Figure 1. Wire density map (run 1).
9 x 9 tiles, from black (low) to pale yellow (high), scaled to the fullest tile. Values are wire area over tile area, all layers added.
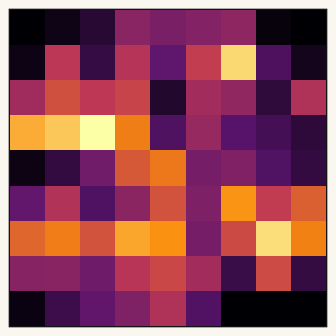
Figure 2. Clock network drawn from the DEF (run 1).
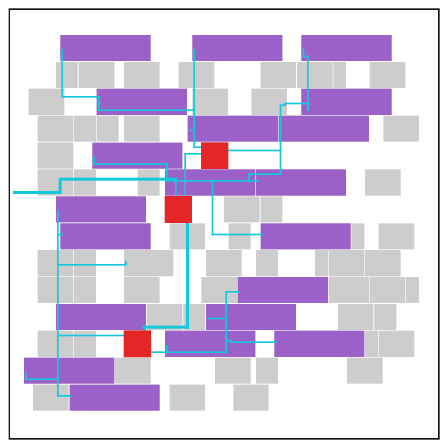
Figure 3. Zoomed window (run 1).
Bar = 10 µm. Window x 9 to 34, y 0 to 25 µm. Cells in gray, sequential cells in the stronger gray; small squares are vias.
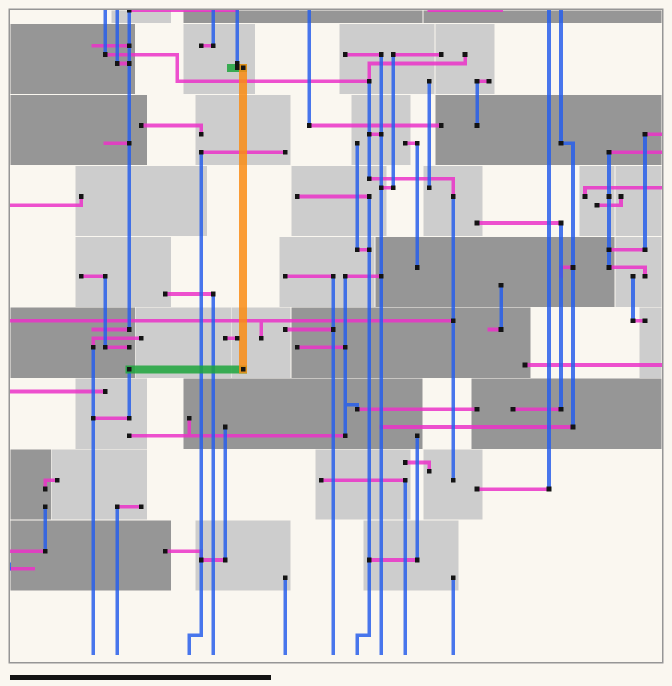
Design ctrl_pipe_ewm, sky130hd; sources not shown.
==> tab_implementation.tex <==
% Synthesis and place-and-route results
\begin{tabular}{lr}
\hline
Metric & Value \\
\hline
\multicolumn{2}{l}{\textbf{Status}} \\
Run status & completed \\
\multicolumn{2}{l}{\textbf{Final timing}} \\
Worst Hold Slack & 359.8 ps \\
Fin. Hold Viols & 0 \\
Post-route worst setup slack & 887.5 ps \\
Setup TNS Final & 0 ps \\
Setup repair after global routing missed its margin & no \\
Slew @ Worst Pin & 726.3 ps \\
Number of setup violations in the final report & 0 \\
Worst-case headroom to the max-slew limit & 51.53\% \\
Maximum clock frequency & 432.4 MHz \\
Minimum clock period & 2313 ps \\
Post-layout period usage & 72.27\% \\
\multicolumn{2}{l}{\textbf{Finish}} \\
Count of inverters not on the clock network in the layout & 4 \\
Cell Count, Final, Fillers Out & 96 \\
Layout cells sized above 1 & 6.250\% \\
Post-synthesis to final-layout area growth & 51.74\% \\
Finished Cell Area & 1035 µm² \\
Number of logic gates & 19 \\
Leading cell kind & sequential cells \\
Antenna diode count & 0 \\
Seq/total area & 48.37\% \\
Reg area & 500.5 µm² \\
Flip-flop count of the largest register after layout & 6 \\
Final \#Nets & 99 \\
Top library cells by usage in the layout, fill and taps aside & sky130\_fd\_sc\_hd\_\_clkdlybuf4s50\_1, sky130\_fd\_sc\_hd\_\_dfrtp\_1, sky130\_fd\_sc\_hd\_\_nor2b\_1 \\
Area of the multi-input gates & 132.6 µm² \\
Comb area share & 12.82\% \\
Core utilization of the finished layout & 67.13\% \\
Final-layout fill cell count & 135 \\
Portion of the layout cell area used by clock cells & 3.507\% \\
Number of clock-tree buffers in the layout & 4 \\
Most used logic cell in the final layout & sky130\_fd\_sc\_hd\_\_clkdlybuf4s50\_1 \\
Layout buffer count excluding clock buffers & 33 \\
\multicolumn{2}{l}{\textbf{Setup path}} \\
Critical path's largest stage delay & 480 ps \\
Kind of start point of the critical path & input pin \\
Setup crit end kind & output port \\
Critical path start-end classification & input pin to output port \\
Slack of the worst reg-to-reg path & 2690 ps \\
Most used cell, CP & sky130\_fd\_sc\_hd\_\_clkdlybuf4s50\_1 \\
Required time of the critical path & 2880 ps \\
Crit path arrival time & 1990 ps \\
Worst path top cell family by delay & buffers and inverters \\
Count of buffering cells on the critical path with inverters included & 2 \\
Logic depth of the worst path, buffers included & 5 \\
Cell at the slowest stage of the critical path & sky130\_fd\_sc\_hd\_\_clkdlybuf4s50\_1 \\
Ordered cell list for the critical path & clkdlybuf4s50\_1 -> mux2i\_1 -> a311o\_1 -> maj3\_2 -> clkdlybuf4s50\_1 \\
Logic depth of the worst register-to-register path & 0 \\
\multicolumn{2}{l}{\textbf{Synth}} \\
Complex Gates by Area & 1.468\% \\
Yosys cell count & 48 \\
Cell type contributing the most total cell area after synthesis & sky130\_fd\_sc\_hd\_\_dfrtp\_1 \\
Synthesis-stage register bit count & 20 \\
Summed standard-cell area reported by yosys & 681.9 µm² \\
Number of synthesized flops with an enable pin & 0 \\
Post-synthesis adder-cell area fraction & 1.651\% \\
Proportion of synthesized flip-flops having asynchronous set or reset & 100.0\% \\
Top\_reg\_cell synth & sky130\_fd\_sc\_hd\_\_dfrtp\_1 \\
MUX area fraction & 1.468\% \\
XOR/XNOR Area Share & 0\% \\
Dominant kind of combinational cell & simple AND/OR/NAND/NOR gates \\
Most common cell in the netlist & sky130\_fd\_sc\_hd\_\_dfrtp\_1 \\
Synth top area cells & sky130\_fd\_sc\_hd\_\_dfrtp\_1, sky130\_fd\_sc\_hd\_\_nor2b\_1, sky130\_fd\_sc\_hd\_\_buf\_4, sky130\_fd\_sc\_hd\_\_inv\_1, sky130\_fd\_sc\_hd\_\_maj3\_2 \\
Portion of synthesized cell area occupied by the leading cell type & 73.39\% \\
Register share after synthesis & 73.39\% \\
Number of nets at floorplan & 66 \\
Average cell area after synthesis & 14.21 µm² \\
Syn. warnings & 0 \\
Cell area after technology mapping & 681.9 µm² \\
Post-Syn Instances & 48 \\
Simple-Gate Fraction of Synth Area & 14.86\% \\
\multicolumn{2}{l}{\textbf{Global routing}} \\
Wire length of the first global-routing pass & 1780 µm \\
Via count of the first global-routing pass & 396 \\
Met1 GRT Util & 13.84\% \\
Initial antenna violation count & 0 \\
Overflow left after global routing & 0 \\
Global-route total usage across every layer & 13.40\% \\
Layer with the highest usage after global routing & met2 \\
Maximum number of pins on one net before global-route repair & 21 \\
Met3 Resource Use GR & 4.255\% \\
Met2 demand-to-capacity share in global routing & 24.48\% \\
\multicolumn{2}{l}{\textbf{Power and ir drop}} \\
Part of the power in combinational logic & 13.9\% \\
Flop+latch power & 270 µW \\
Switching power & 99.62 µW \\
Internal cell power & 378.3 µW \\
Main power group & registers \\
Leakage power summed over all cells & 0.4647 nW \\
Overall power after layout & 477.9 µW \\
Power per standard cell area & 461.9 nW/µm² \\
Largest voltage drop on the vdd net & 0.3408 mV \\
Fraction of power spent switching nets & 20.84\% \\
Comb. pwr & 66.3 µW \\
Power share of the sequential group & 56.6\% \\
\multicolumn{2}{l}{\textbf{Placement}} \\
Port buffer count & 33 \\
DP Cell Count & 92 \\
Final estimated routing congestion in global placement & 0.6184 \\
Standard cell area after detailed placement & 998.5 µm² \\
HPWL after detailed placement & 865.1 µm \\
\multicolumn{2}{l}{\textbf{Drt}} \\
Met3 wire len & 64 µm \\
Via-per-instance ratio & 4.500 \\
Antenna Violating Nets Remaining & 0 \\
Routed length on met2 & 621 µm \\
Via count & 432 \\
First-pass DRT Iterations & 3 \\
Starting DRT DRC Count & 5 \\
Top routing layer used & met4 \\
DRC violations left & 0 \\
Routed met1 length & 392 µm \\
\multicolumn{2}{l}{\textbf{Die}} \\
Die Wd & 43.29 µm \\
Total number of placement rows & 14 \\
Top Ports & 34 \\
Tap Cells & 16 \\
Die area & 1874 µm² \\
Core region area & 1541 µm² \\
Fp\_density & 44.24\% \\
Die Y & 43.29 µm \\
\multicolumn{2}{l}{\textbf{CTS}} \\
Root Buffer Master & sky130\_fd\_sc\_hd\_\_clkbuf\_4 \\
Cts hold-fix bufs & 0 \\
TritonCTS buffer count & 3 \\
Total clock sinks & 20 \\
Setup Fix Bufs, Post-CTS & 0 \\
Total of cells resized after clock tree synthesis & 0 \\
Insertion Delay late pin & 290 ps \\
Maximum level of the CTS H-tree & 1 \\
Max Root-Sink Buffers & 2 \\
\multicolumn{2}{l}{\textbf{Min path}} \\
Worst Hold Path Cells & 0 \\
Type of the most critical hold path & flop to flop \\
\multicolumn{2}{l}{\textbf{Flow run}} \\
Tool warning count & 26 \\
Number of max-capacitance violations reported & 0 \\
\hline
\end{tabular}
Back to the opening pictures, Figure 1:
- mean over tiles: 0.093
- nearly empty tiles: 7.4%
- fullest tile: 0.25
- tiles over half the peak: 31%
average detailed-routed wire length per instance: 11.35 µm
total wirelength of the detailed-routed design: 1090 µm

Back to the opening pictures, Figure 2:
- flip-flops: purple (count 20)
- clock drivers: red (count 3)
- clock wires: cyan (length 199 µm)
- routed clock nets: 4
clock power share: 29.6%
Worst Clk Skew: 0.4913 ps
clock distribution power: 141 µW

Back to the opening pictures, Figure 3:
- metal 1: magenta
- metal 2: blue
- metal 4: orange
- metal 3: green
- sequential cells in the window: 9
- most frequent: clkdlybuf4s50_1 (10), dfrtp_1 (9), nor2b_1 (5)
- cells with their middle in the window: 28

Power is estimated from default activity; no workload was simulated.
